<file path="config.mk">
export PLATFORM = sky130hd
export DESIGN_NAME = regfile_mp
export DESIGN_NICKNAME = d
export VERILOG_FILES = /design/src/rtl/regfile_pkg.sv /design/src/rtl/regfile_scoreboard.sv /design/src/rtl/regfile_mp.sv
export SDC_FILE = /design/constraint.sdc
export NUM_CORES = 2
export LEC_CHECK = 0
export CORE_ASPECT_RATIO = 0.7
export CORE_MARGIN = 1
export CORE_UTILIZATION = 30
export CTS_CLUSTER_SIZE = 20
export DETAILED_ROUTE_END_ITERATION = 6
export HOLD_SLACK_MARGIN = 0.05
export SLEW_MARGIN = 0
export SYNTH_ARGS = -nofsm -noshare
export SYNTH_HDL_FRONTEND = slang
export SYNTH_SLANG_ARGS = --single-unit
export TNS_END_PERCENT = 10
</file>
<file path="constraint.sdc">
create_clock -name clk -period 39.7 [get_ports clk]
set_input_delay 7.94 -clock clk [delete_from_list [all_inputs] [get_ports clk]]
set_output_delay 7.94 -clock clk [all_outputs]
set_load 0.02 [all_outputs]
</file>
<file path="src/rtl/regfile_pkg.sv">
// Shared types, defaults and write-port priority helper for the register file.
package regfile_pkg;

  localparam int XLEN_DEF     = 32;
  localparam int NUM_REGS_DEF = 32;
  // Widest write-port count the priority helper handles.
  localparam int MAX_WR       = 8;

  typedef logic [$clog2(NUM_REGS_DEF)-1:0] reg_addr_t;
  typedef logic [XLEN_DEF-1:0]             word_t;

  // Keep only the highest set bit of a per-port hit vector. The highest port
  // index wins both for the array update and for the bypass path.
  function automatic logic [MAX_WR-1:0] prio_sel(input logic [MAX_WR-1:0] hits);
    logic found;
    prio_sel = '0;
    found    = 1'b0;
    for (int k = MAX_WR - 1; k >= 0; k--) begin
      if (hits[k] && !found) begin
        prio_sel[k] = 1'b1;
        found       = 1'b1;
      end
    end
  endfunction

endpackage

</file>
<file path="src/rtl/regfile_scoreboard.sv">
// Busy-bit array: writes clear, issue sets (set wins), flush clears everything.
module regfile_scoreboard
  import regfile_pkg::*;
#(
  parameter int NUM_REGS = NUM_REGS_DEF,
  parameter int NUM_RD   = 2,
  parameter int NUM_WR   = 1,
  parameter int BYPASS   = 1,
  parameter int ZERO_REG = 1,
  parameter int AW       = $clog2(NUM_REGS)
) (
  input  logic                         clk,
  input  logic                         rst,
  input  logic [NUM_WR-1:0]            we,
  input  logic [NUM_WR-1:0][AW-1:0]    waddr,
  input  logic                         iss_valid,
  input  logic [AW-1:0]                iss_rd,
  input  logic                         flush,
  input  logic [NUM_RD-1:0][AW-1:0]    raddr,
  input  logic [NUM_RD-1:0]            wr_hit,
  output logic [NUM_RD-1:0]            rbusy
);

  logic [NUM_REGS-1:0] busy_q, busy_d;

  // Next busy state: clears first, then the issue set so a new producer wins.
  always_comb begin
    busy_d = busy_q;
    for (int k = 0; k < NUM_WR; k++)
      if (we[k]) busy_d[waddr[k]] = 1'b0;
    if (iss_valid) busy_d[iss_rd] = 1'b1;
    if (flush) busy_d = '0;
    if (ZERO_REG != 0) busy_d[0] = 1'b0;
  end

  // Busy register; reset clears the whole scoreboard immediately.
  always_ff @(posedge clk or posedge rst) begin
    if (rst) busy_q <= '0;
    else     busy_q <= busy_d;
  end

  // Lookup; with bypass a same-cycle write delivers the data, so no stall.
  always_comb begin
    rbusy = '0;
    for (int j = 0; j < NUM_RD; j++)
      rbusy[j] = busy_q[raddr[j]] && !((BYPASS != 0) && wr_hit[j]);
  end

endmodule

</file>
<file path="src/rtl/regfile_mp.sv">
// Multi-port integer register file with optional write bypass and busy scoreboard.
module regfile_mp
  import regfile_pkg::*;
#(
  parameter int XLEN     = XLEN_DEF,
  parameter int NUM_REGS = NUM_REGS_DEF,
  parameter int NUM_RD   = 2,
  parameter int NUM_WR   = 1,
  parameter int BYPASS   = 1,
  parameter int ZERO_REG = 1,
  parameter int AW       = $clog2(NUM_REGS)
) (
  input  logic                     clk,
  input  logic                     rst_i,
  input  logic [NUM_WR-1:0]        we_i,
  input  logic [NUM_WR*AW-1:0]     waddr_i,
  input  logic [NUM_WR*XLEN-1:0]   wdata_i,
  input  logic [NUM_RD*AW-1:0]     raddr_i,
  output logic [NUM_RD*XLEN-1:0]   rdata_o,
  output logic [NUM_RD-1:0]        rbusy_o,
  input  logic                     iss_valid_i,
  input  logic [AW-1:0]            iss_rd_i,
  input  logic                     flush_i
);

  if (NUM_RD < 1 || NUM_WR < 1 || NUM_WR > MAX_WR || NUM_REGS < 2 ||
      (NUM_REGS & (NUM_REGS - 1)) != 0) begin : g_bad_cfg
    $error("regfile_mp: need NUM_RD>=1, 1<=NUM_WR<=MAX_WR, NUM_REGS a power of two >=2");
  end

  logic [NUM_WR-1:0][AW-1:0]     waddr;
  logic [NUM_WR-1:0][XLEN-1:0]   wdata;
  logic [NUM_RD-1:0][AW-1:0]     raddr;
  logic [NUM_RD-1:0][XLEN-1:0]   rdata;
  logic [NUM_RD-1:0]             wr_hit;
  logic [NUM_REGS-1:0][XLEN-1:0] reg_q, reg_d;

  assign waddr   = waddr_i;
  assign wdata   = wdata_i;
  assign raddr   = raddr_i;
  assign rdata_o = rdata;

  // Array update: per register, pick the highest enabled port targeting it.
  always_comb begin
    logic [MAX_WR-1:0] hits, sel;
    reg_d = reg_q;
    for (int r = 0; r < NUM_REGS; r++) begin
      hits = '0;
      for (int k = 0; k < NUM_WR; k++)
        hits[k] = we_i[k] && (waddr[k] == AW'(r));
      sel = prio_sel(hits);
      for (int k = 0; k < NUM_WR; k++)
        if (sel[k] && !((ZERO_REG != 0) && r == 0)) reg_d[r] = wdata[k];
    end
  end

  // Data array; register 0 never loads when hardwired to zero.
  always_ff @(posedge clk or posedge rst_i) begin
    if (rst_i) reg_q <= '0;
    else       reg_q <= reg_d;
  end

  // Read ports: registered value, optionally overridden by a same-cycle write.
  always_comb begin
    logic [MAX_WR-1:0] hits, sel;
    logic              is_zero;
    rdata  = '0;
    wr_hit = '0;
    for (int j = 0; j < NUM_RD; j++) begin
      is_zero  = (ZERO_REG != 0) && (raddr[j] == '0);
      rdata[j] = reg_q[raddr[j]];
      hits     = '0;
      for (int k = 0; k < NUM_WR; k++)
        hits[k] = we_i[k] && (waddr[k] == raddr[j]);
      sel       = prio_sel(hits);
      wr_hit[j] = (|hits) && !is_zero;
      if ((BYPASS != 0) && wr_hit[j])
        for (int k = 0; k < NUM_WR; k++)
          if (sel[k]) rdata[j] = wdata[k];
      if (is_zero) rdata[j] = '0;
    end
  end

  regfile_scoreboard #(
    .NUM_REGS (NUM_REGS),
    .NUM_RD   (NUM_RD),
    .NUM_WR   (NUM_WR),
    .BYPASS   (BYPASS),
    .ZERO_REG (ZERO_REG),
    .AW       (AW)
  ) u_sb (
    .clk       (clk),
    .rst       (rst_i),
    .we        (we_i),
    .waddr     (waddr),
    .iss_valid (iss_valid_i),
    .iss_rd    (iss_rd_i),
    .flush     (flush_i),
    .raddr     (raddr),
    .wr_hit    (wr_hit),
    .rbusy     (rbusy_o)
  );

endmodule

</file>
**Placed cells, one color a class**

Scale bar: 200 um.
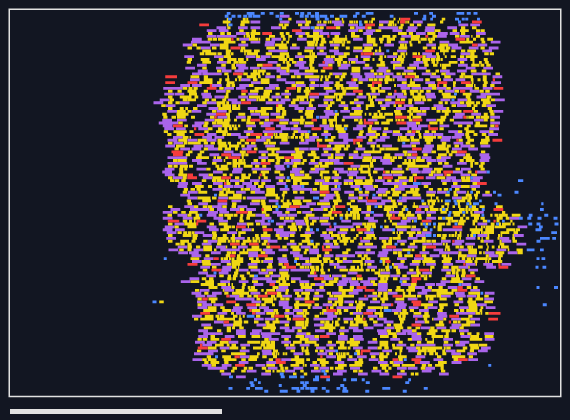
all other logic -> yellow  # cells 2634, share of their area 48%
other buffers and delay cells -> blue  # cells 235, share of their area 3.6%
flip-flops -> purple  # cells 1023, share of their area 43%
clock drivers and dummy loads -> red  # cells 203, share of their area 6.2%

**Clock network drawn from the DEF**

Scale bar: 200 um.
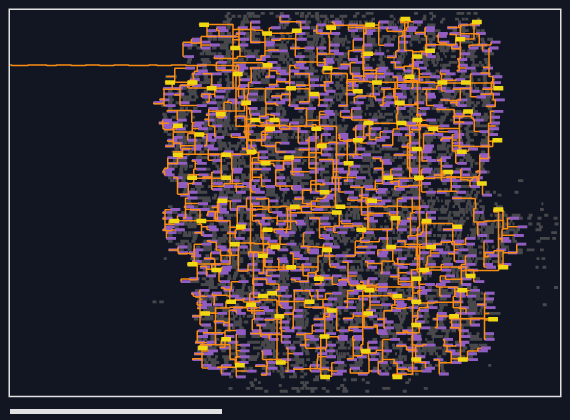
flip-flops -> purple  # count 1023
clock wires -> orange  # length 14000 um
cells driving clock nets -> yellow  # count 113
routed clock nets = 114

==> flow_summary_export.csv <==
group,metric,value,unit
logic_synthesis,ys_top_cells_by_area,"dfrtp_1, mux2_2, mux4_2",
logic_synthesis,syn_area,56000,um2
timing,hold-worst-slack,0.521,ns
logic_synthesis,syn_inst,4099,
die,dieArea,188000,um2
timing,relSlewSlack,12.3,%
timing,max_freq,47.8,MHz
worst_setup_path,end_kind,"output pin",
timing,clock_skew,0,ns
power_and_ir_drop,cellPowerDensity,49.5,nW/um2
logic_synthesis,syn_area_per_cell,13.7,um2
power_and_ir_drop,pwr-share-clk,34.3,%
routing,routed-wl-met3,18.0,mm
power_and_ir_drop,p_leak,26.8,nW
worst_setup_path,crit_cells,11,
routing,drt-vias-per-instance,5.83,
clock_tree,cts_resized,0,
timing,drv_slew,0,
place,place.port_buffers,122,
global_routing,use_met1,28.8,%
logic_synthesis,yosysSeqAreaShare,45.7,%
power_and_ir_drop,switching_share,28.4,%
global_routing,grt_max_degree,170,
logic_synthesis,edf_count,0,
clock_tree,cts_tree,"built",
final_layout,drive_above_1_share,42.8,%
routing,num_vias,38400,
worst_hold_path,hp-class,"reg -> reg",
power_and_ir_drop,seq-power,0.00139,W
global_routing,track_usage,20.2,%
final_layout,area_growth,12.5,%
final_layout,lay_top_count,"mux2_2",
logic_synthesis,top_cells_by_count,"mux2_2, dfrtp_1, mux4_2, mux2i_1, clkbuf_1",
logic_synthesis,yosys_warnings,0,
timing,period_used_share,52.7,%
worst_setup_path,path_class,"in -> out",
place,dp.cells,6371,
worst_setup_path,r2r_setup_slack,38.88,ns
logic_synthesis,synth_top_area_share,45.7,%
routing,drt_pre_antenna_iters,7,
logic_synthesis,ys_cells,4099,
worst_setup_path,critPathRequiredTime,31.76,ns
power_and_ir_drop,power_leader,"registers",
clock_tree,cts_setup_buffers,0,
power_and_ir_drop,p_sw,0.000886,W
die,placementRows,132,
worst_hold_path,hp-start,"reg_q[146]",
die,die_w,518,um
logic_synthesis,top_cell,"mux2_2",
timing,setup_viol,0,
final_layout,utilization,34.1,%
die,core-area,185000,um2
worst_hold_path,whs_endpoint,"reg_q[146]",
outcome,status,"finished with violations",
place,place_area,59300,um2
logic_synthesis,ys.flops,1023,
worst_setup_path,start_kind,"input port",
worst_setup_path,critPathTopFamily,"buffers and inverters",
worst_setup_path,crit_end,"rdata_o[10]",
clock_tree,clock_path_buffers,3,
die,fp_util,30.3,%
die,ios,123,
clock_tree,htree_levels,3,
logic_synthesis,ys_types,47,
routing,dr.max_layer_used,"met5",
timing,tightest_slew,1.31,ns
worst_setup_path,worstPathMaxFanout,51,
global_routing,gr-usage-met2,29.6,%
worst_setup_path,arrival,12.98,ns
global_routing,top_usage_layer,"met2",
global_routing,grtUsageMet3,5.20,%
power_and_ir_drop,finalPower,0.00312,W
worst_setup_path,crit_path_max_incr_delay,0.89,ns
place,dp_hpwl,107,mm
logic_synthesis,yosysTopAreaCell,"dfrtp_1",
final_layout,nets,4064,
timing,tns,0,ns
worst_setup_path,critical_path.startpoint,"raddr_i[0]",
routing,wl_per_cell,29.4,um
power_and_ir_drop,ir_drop,0.0000340,V
die,die_height,364,um
power_and_ir_drop,clock_power,0.00107,W
routing,ant_nets,0,
routing,drcViolationCount,34,
routing,drt_iter0_drc,4407,
clock_tree,clk_pin_slew,0.05,ns
timing,rsz0062_at_grt,"false",
worst_setup_path,reg2reg_from,"u_sb.busy_q[24]",
worst_setup_path,cp_slowest_cell,"buf_4",
worst_setup_path,rr_endpoint,"u_sb.busy_q[24]",
clock_tree,cts_sinks,1023,
timing,timing.final.ws_setup,18.78,ns
logic_synthesis,ys_chip_area,56000,um2
place,dp_worst_setup_slack,18.76,ns
logic_synthesis,synth-main-ff-cell,"dfrtp_1",
power_and_ir_drop,seqPwrFrac,44.6,%
clock_tree,postCtsHoldBufs,0,
routing,dr_wl_met2,83.2,mm
clock_tree,clk_latency,0.71,ns
routing,finalWirelength,193,mm
final_layout,final_cell_mix,"mux2_2, dfrtp_1, mux4_2",
worst_setup_path,crit_path_frequent_cell,"buf_4",
outcome,violations,"DRC",
power_and_ir_drop,pwr-share-comb,21.0,%
flow_run,tool_warnings,36,
final_layout,fin_area,63000,um2
worst_setup_path,crit_buf_inv,5,
worst_hold_path,min_path_cells,1,
flow_run,cap_violations,0,
global_routing,antenna_found_initial,4,
power_and_ir_drop,p_int,0.00223,W
global_routing,overflow,0,
global_routing,grt_pass1_vias,38400,
timing,period_needed,20.92,ns
place,place.gp.congestion,0.820,
worst_setup_path,worstPathCellList,"buf_8, buf_4, buf_4, nor2b_2, buf_4, a22oi_1, nand2_1, o22ai_1, nor3_1, nor3_1, clkdlybuf4s50_1",
final_layout,final_cells,6576,
logic_synthesis,async_reset_ff_share,100,%
power_and_ir_drop,pg_comb,0.000657,W
worst_setup_path,r2r.worst_path.cells,2,
clock_tree,numCtsBuffers,113,
logic_synthesis,fp_nets,4156,
**PDN straps and rails**

Scale bar: 200 um. Pins as bars on the die edge.
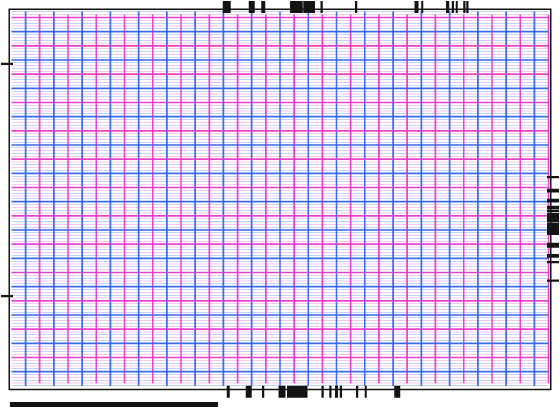
VSS -> blue
VDD -> magenta
signal pins = 123
rows = 132
met4 straps = 38
met1 rails = 133
met5 straps = 26

**Wiring by layer**

Two of the layers only.
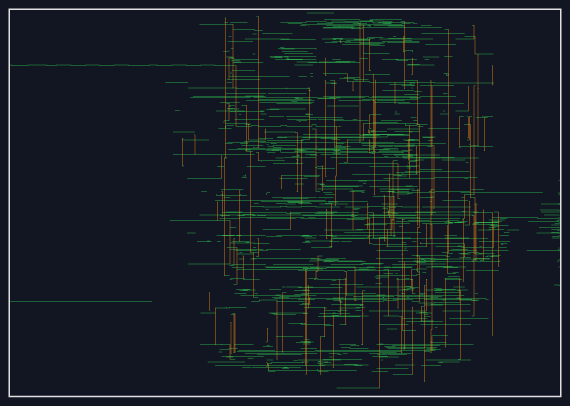
met4 -> orange  # wire length 6280 um
met3 -> green  # wire length 18000 um

==> sequential cells by signal, summed over array words and instances, names as in the netlist <==
signal	cells
reg_q	992
u_sb.busy_q	31
==> cell families after synthesis <==
family | synth area share (%)
muxes | 40.2
DFF | 45.7
AOI/OAI and AO/OA | 6.43
buffers and inverters | 3.92
and+or+nand+nor | 3.59
xor gates and xnor gates | 0.156
==> final cells by class <==
| cell class | count | area, um2 | share of cell area (%) |
|---|---|---|---|
| repair buffers | 235 | 2130 | 3.38 |
| multi-input cells | 2632 | 28500 | 45.1 |
| clock buffers | 167 | 3290 | 5.22 |
| inverters | 2 | 16.3 | 0.0258 |
| clock inverters | 36 | 438 | 0.695 |
| diodes | 2 | 5.00 | 0.00794 |
| flip-flops and latches | 1023 | 25600 | 40.6 |
| well taps | 2479 | 3100 | 4.92 |
No activity file was given, so power comes from the tool's default toggle rates.
